Figure 1. Cells colored by class.
Fill, decap, tap and diode cells in gray.
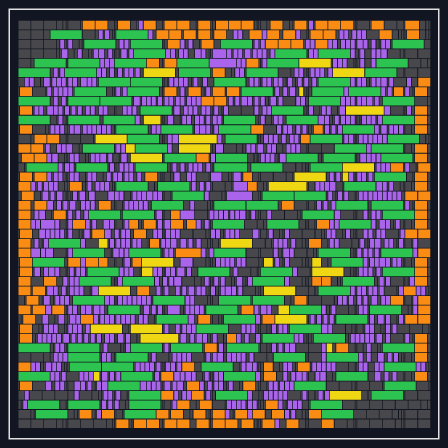
Figure 2. Cell placement.
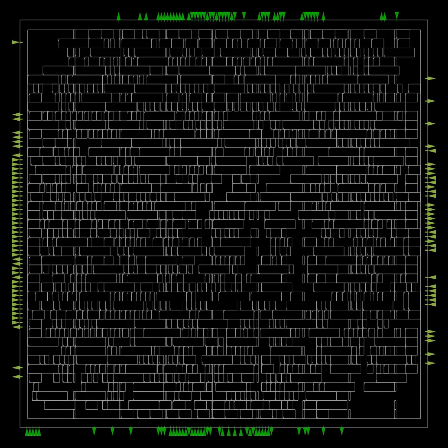
===== config.mk =====
export PLATFORM = sky130hd
export DESIGN_NAME = alu_issue_stage
export DESIGN_NICKNAME = d
export VERILOG_FILES = /design/src/rtl/alu_pkg.sv /design/src/rtl/alu_issue_decode.sv /design/src/rtl/alu_issue_stage.sv
export SDC_FILE = /design/constraint.sdc
export NUM_CORES = 1
export LEC_CHECK = 0
export ABC_AREA = 1
export CORE_MARGIN = 2
export CORE_UTILIZATION = 55
export DETAILED_ROUTE_END_ITERATION = 8
export PLACE_DENSITY = 0.83
export SETUP_SLACK_MARGIN = 0.1
export SYNTH_ARGS = -nofsm -noshare
export SYNTH_HDL_FRONTEND = slang
export SYNTH_HIERARCHICAL = 1
export SYNTH_SLANG_ARGS = --single-unit

===== constraint.sdc =====
create_clock -name clk -period 3.1 [get_ports clk]
set_input_delay 0.31 -clock clk [delete_from_list [all_inputs] [get_ports clk]]
set_output_delay 0.31 -clock clk [all_outputs]
set_load 0.02 [all_outputs]

===== src/rtl/alu_pkg.sv =====
// alu_pkg: shared ALU control codes, decode constants and issue beat type
package alu_pkg;
  localparam int ISSUE_XLEN   = 32;
  localparam int ISSUE_REG_AW = 5;
  typedef enum logic [1:0] {
    ALU_ADD = 2'b00,
    ALU_SUB = 2'b01,
    ALU_AND = 2'b10,
    ALU_OR  = 2'b11
  } alu_op_e;
  localparam logic [6:0] OPC_RTYPE = 7'b0110011;
  localparam logic [6:0] OPC_ITYPE = 7'b0010011;
  localparam logic [2:0] F3_ADD    = 3'b000;
  localparam logic [2:0] F3_AND    = 3'b111;
  localparam logic [2:0] F3_OR     = 3'b110;
  localparam logic [6:0] F7_BASE   = 7'b0000000;
  localparam logic [6:0] F7_SUB    = 7'b0100000;
  typedef struct packed {
    logic [ISSUE_XLEN-1:0]   A;
    logic [ISSUE_XLEN-1:0]   B;
    alu_op_e                 ALU_control;
    logic [ISSUE_REG_AW-1:0] rd;
    logic                    illegal;
  } issue_beat_t;
endpackage


===== src/rtl/alu_issue_decode.sv =====
// alu_issue_decode: combinational RV32I decode of instr + register reads into an issue beat
//   instr, rs1_data, rs2_data in; beat out (A, B, ALU_control, rd, illegal)
module alu_issue_decode
  import alu_pkg::*;
(
  input  logic [31:0]           instr,
  input  logic [ISSUE_XLEN-1:0] rs1_data,
  input  logic [ISSUE_XLEN-1:0] rs2_data,
  output issue_beat_t           beat
);
  logic [6:0] opc, f7;
  logic [2:0] f3;
  logic f3_ok, r_legal, i_legal, legal, unused_rs1_idx;
  logic [ISSUE_XLEN-1:0] imm;
  alu_op_e op;
  assign opc            = instr[6:0];
  assign f3             = instr[14:12];
  assign f7             = instr[31:25];
  assign unused_rs1_idx = ^instr[19:15];
  assign f3_ok   = f3 == F3_ADD || f3 == F3_AND || f3 == F3_OR;
  assign r_legal = opc == OPC_RTYPE && ((f7 == F7_BASE && f3_ok) || (f7 == F7_SUB && f3 == F3_ADD));
  assign i_legal = opc == OPC_ITYPE && f3_ok;
  assign legal   = r_legal || i_legal;
  assign imm     = {{(ISSUE_XLEN-12){instr[31]}}, instr[31:20]};
  // SUB is only reachable through the R-type funct7 check; the rest follow funct3
  assign op = (opc == OPC_RTYPE && f7 == F7_SUB) ? ALU_SUB :
              f3 == F3_AND ? ALU_AND :
              f3 == F3_OR  ? ALU_OR  : ALU_ADD;
  always_comb begin
    beat.A           = legal ? rs1_data : '0;
    beat.B           = !legal ? '0 : r_legal ? rs2_data : imm;
    beat.ALU_control = legal ? op : ALU_ADD;
    beat.rd          = legal ? instr[11:7] : '0;
    beat.illegal     = !legal;
  end
endmodule


===== src/rtl/alu_issue_stage.sv =====
// alu_issue_stage: decode/issue stage feeding the ALU through a 2-entry skid buffer
//   in_valid/in_ready + instr/rs1_data/rs2_data upstream; out_valid/out_ready + A/B/ALU_control/rd/illegal downstream
//   ALU_ISSUE_PERF_EN adds perf_issued/perf_stall counters
module alu_issue_stage
  import alu_pkg::*;
#(
  parameter int XLEN   = ISSUE_XLEN,
  parameter int REG_AW = ISSUE_REG_AW
) (
  input  logic              clk,
  input  logic              rst_n,
  input  logic              in_valid,
  output logic              in_ready,
  input  logic [31:0]       instr,
  input  logic [XLEN-1:0]   rs1_data,
  input  logic [XLEN-1:0]   rs2_data,
  output logic              out_valid,
  input  logic              out_ready,
  output logic [XLEN-1:0]   A,
  output logic [XLEN-1:0]   B,
  output logic [1:0]        ALU_control,
  output logic [REG_AW-1:0] rd,
`ifdef ALU_ISSUE_PERF_EN
  output logic [31:0]       perf_issued,
  output logic [31:0]       perf_stall,
`endif
  output logic              illegal
);
  issue_beat_t dec, main_q, main_d, skid_q, skid_d;
  logic main_v_q, main_v_d, skid_v_q, skid_v_d, in_ready_q, in_fire, main_free;
  alu_issue_decode u_dec (.instr(instr), .rs1_data(rs1_data), .rs2_data(rs2_data), .beat(dec));
  assign in_fire   = in_valid && in_ready_q;
  assign main_free = !main_v_q || out_ready;
  // in_ready_q mirrors !skid_v_q, so the skid is never written while occupied
  always_comb begin
    main_v_d = main_free ? (skid_v_q || in_fire) : main_v_q;
    main_d   = !main_free ? main_q : skid_v_q ? skid_q : in_fire ? dec : main_q;
    skid_v_d = main_free ? 1'b0 : (skid_v_q || in_fire);
    skid_d   = (!main_free && in_fire) ? dec : skid_q;
  end
  always_ff @(posedge clk or negedge rst_n) begin
    if (!rst_n) begin
      main_q     <= '0;
      skid_q     <= '0;
      main_v_q   <= 1'b0;
      skid_v_q   <= 1'b0;
      in_ready_q <= 1'b0;
    end else begin
      main_q     <= main_d;
      skid_q     <= skid_d;
      main_v_q   <= main_v_d;
      skid_v_q   <= skid_v_d;
      in_ready_q <= !skid_v_d;
    end
  end
  assign in_ready    = in_ready_q;
  assign out_valid   = main_v_q;
  assign A           = main_q.A;
  assign B           = main_q.B;
  assign ALU_control = main_q.ALU_control;
  assign rd          = main_q.rd;
  assign illegal     = main_q.illegal;
`ifdef ALU_ISSUE_PERF_EN
  logic [31:0] issued_q, stall_q;
  always_ff @(posedge clk or negedge rst_n) begin
    if (!rst_n) begin
      issued_q <= '0;
      stall_q  <= '0;
    end else begin
      issued_q <= issued_q + {31'd0, main_v_q && out_ready};
      stall_q  <= stall_q + {31'd0, main_v_q && !out_ready};
    end
  end
  assign perf_issued = issued_q;
  assign perf_stall  = stall_q;
`endif
endmodule

==> flow_summary.ini <==
; generated from flow reports
[outcome]
status = finished clean

[final_layout]
ff_latch_area_um2 = 3680
fin_nets = 1357
comb_area_um2 = 3336
syn2layout_area_growth_pct = 28.94
top_register = skid_q
nMultiInputCombCells = 829
num-nonclk-buffers = 185
n_antenna_cell = 0
layout-drive-gt1-share_pct = 5.433
buffer_area_share_pct = 18.29
inv_count = 77
nClkBuffers = 19
nFillCells = 1150
top_area_cell_class = registers
largest_register_ffs = 72
clockNetworkAreaShare_pct = 6.266
comb_area_share_pct = 33.41

[placement]
pre_cts_ws_ns = 0.6184
hpwl_um = 12310
numPortBuffers = 168
gp_congestion = 0.8024

[grt]
met1_usage_pct = 36.01
use_met3_pct = 5.762
grt_max_degree = 76
grt_pass1_vias = 7096
antenna_found_initial = 0
grt_pass1_wl_um = 33450
globalRouteMet2Util_pct = 47.53
top_usage_layer = met2
grt_usage_pct = 28.48
grt-ovfl-total = 0

[yosys]
synth-edff-count = 0
synth_top_flop_cell = dfrtp_1
synth_flops = 147
syn-cell-area_um2 = 7742
synth-async-reset-ratio_pct = 100.0
syn_area_per_cell_um2 = 6.919
fp_nets = 1219
yosysTopAreaCellShare_pct = 47.51
synth_warnings = 6
synthCells = 1119
yosysChipArea_um2 = 7742
ys_cells = 1119
yosys-top-cells-count = 694 x nand2_1, 147 x dfrtp_1, 100 x nand3_1
top_area_cell = dfrtp_1
synth_seq_share_pct = 47.51
synth_cell_types = 23
area_leaders = dfrtp_1 48%, nand2_1 34%, nand3_1 6.5%, inv_1 3.4%, buf_6 2.3%
synth_dominant_cell_count = nand2_1

[routing]
met2_length_um = 9970
wl_met3_um = 1459
drt-wirelength-per-cell_um = 14.05
wl_met1_um = 8437
viasPerCell = 5.094
vias = 7387
highest_layer = met4
drtAntennaViolNets = 0
detail_route.first_pass.iterations = 5
wirelength_um = 20370
drtIter0Drc = 549
drc = 0

[worst_setup_path]
cp_slowest_stage_delay_ns = 0.49
worst-path-max-fanout = 21
crit_cells = 14
crit_slowest_cell = clkdlybuf4s50_1
ff2ff_setup_slack_ns = 1.03
critPathKind = primary input to flip-flop
r2r-end = rd[4]
start_kind = primary input
rr_startpoint = in_ready
crit_path_frequent_cell = nand2_1
rr_worst_depth = 6
arrival_ns = 2.47
path_cells = clkdlybuf4s50_1 > nor2_1 > nand2_1 > nor2_1 > nand2_1 > nand2_1 > nand3_1 > nand2_1 > nand2_1 > inv_1 > nand2_1 > nand2_1 > nand3_1 > nand2_1
startpoint = instr[29]
critPathBufInv = 2
critPathTopFamily = simple AND/OR/NAND/NOR gates
endpoint = B[13]
cp.required_ns = 3.46
end_kind = flip-flop

[cts]
holdBufCountCts = 1
cts_max_path_buffers = 2
clock-sinks = 147
clk_pin_slew_ns = 0.06
post_cts_buffers = 0
h-tree-depth = 4
worstSkewPairLatency_ns = 0.43
cts_tree = done
numCtsBuffers = 17
clockRootBuffer = clkbuf_16
cts_resized = 0

[power_and_ir_drop]
clkPwrFrac_pct = 46.4
powerSeq_mw = 1.95
ir_drop_mv = 0.3596
power_mw = 4.689
maxPowerGroup = the clock network
swShare_pct = 25.71
internal_power_mw = 3.483
p_per_area_nw_per_um2 = 469.7
comb_power_share_pct = 11.9
power.leakage_nw = 5.798
p_comb_mw = 0.559
power_switching_mw = 1.206
powerClk_mw = 2.18
power_frac_seq_pct = 41.7

[sta]
setup_viol = 0
finalWorstPathRequiredPeriod_ns = 2.112
fmax_mhz = 473.5
drv_slew = 0
max_slew.worst_pin.slew_ns = 0.8657
layout_worst_path_cycle_share_pct = 68.12
hold_viol = 0
rsz0062_at_grt = no
whs_ns = 0.4281
max-slew-margin-rel_pct = 42.29
setup_ws_ns = 0.9882
tns_ns = 0
final.setup_skew_ns = 0.006688

[die]
chip_area_um2 = 15040
die_x_um = 122.6
die_h_um = 122.6
ios = 174
fp_util_pct = 55.99

[run]
warnings = 31
timing.max_cap.violations = 0

[hold_path]
holdCritPathClass = primary input to async pin
Notes on Figure 1 above:
orange -> other buffers and delay cells  # cells 185, share of their area 19%
purple -> combinational and other logic  # cells 906, share of their area 37%
green -> flops  # cells 147, share of their area 38%
yellow -> clock drivers and dummy loads  # cells 32, share of their area 6.4%
std cell rows: 43
final std cell area, no fill: 9983 µm²
fin util: 72.20%
Core Region: 13830 µm²

Notes on Figure 2 above:
Tap Count: 180
Flops: 147
Non-Filler Instances: 1450
sequential share of cell area: 36.86%

## layout by cell type (no fill, tap or decap), types with 2 or more instances in the layout
cell	instances
nand2_1	694
clkdlybuf4s50_1	167
dfrtp_1	146
nand3_1	100
inv_1	70
nor2_1	18
clkbuf_16	17
buf_4	15
inv_2	6
bufinv_16	4
clkinvlp_4	4
nand2_4	3
clkinv_2	3
nand2_2	2
nor2_2	2
nand3_2	2
o21ai_0	2
## stage by stage
step | cells | area (µm²)
after floorplan | 1119 | 7742
after global placement | 1417 | 9348
after detailed placement | 1417 | 9348
after CTS | 1450 | 9983
after global routing | 1450 | 9983
final | 1450 | 9983
## cells by family after synthesis
kind of cell,count (synthesis),synth area share [%]
AOI/OAI and AO/OA,4,0.3070
and+or+nand+nor,825,42.66
DFF,147,47.51
buffers and inverters,143,9.518
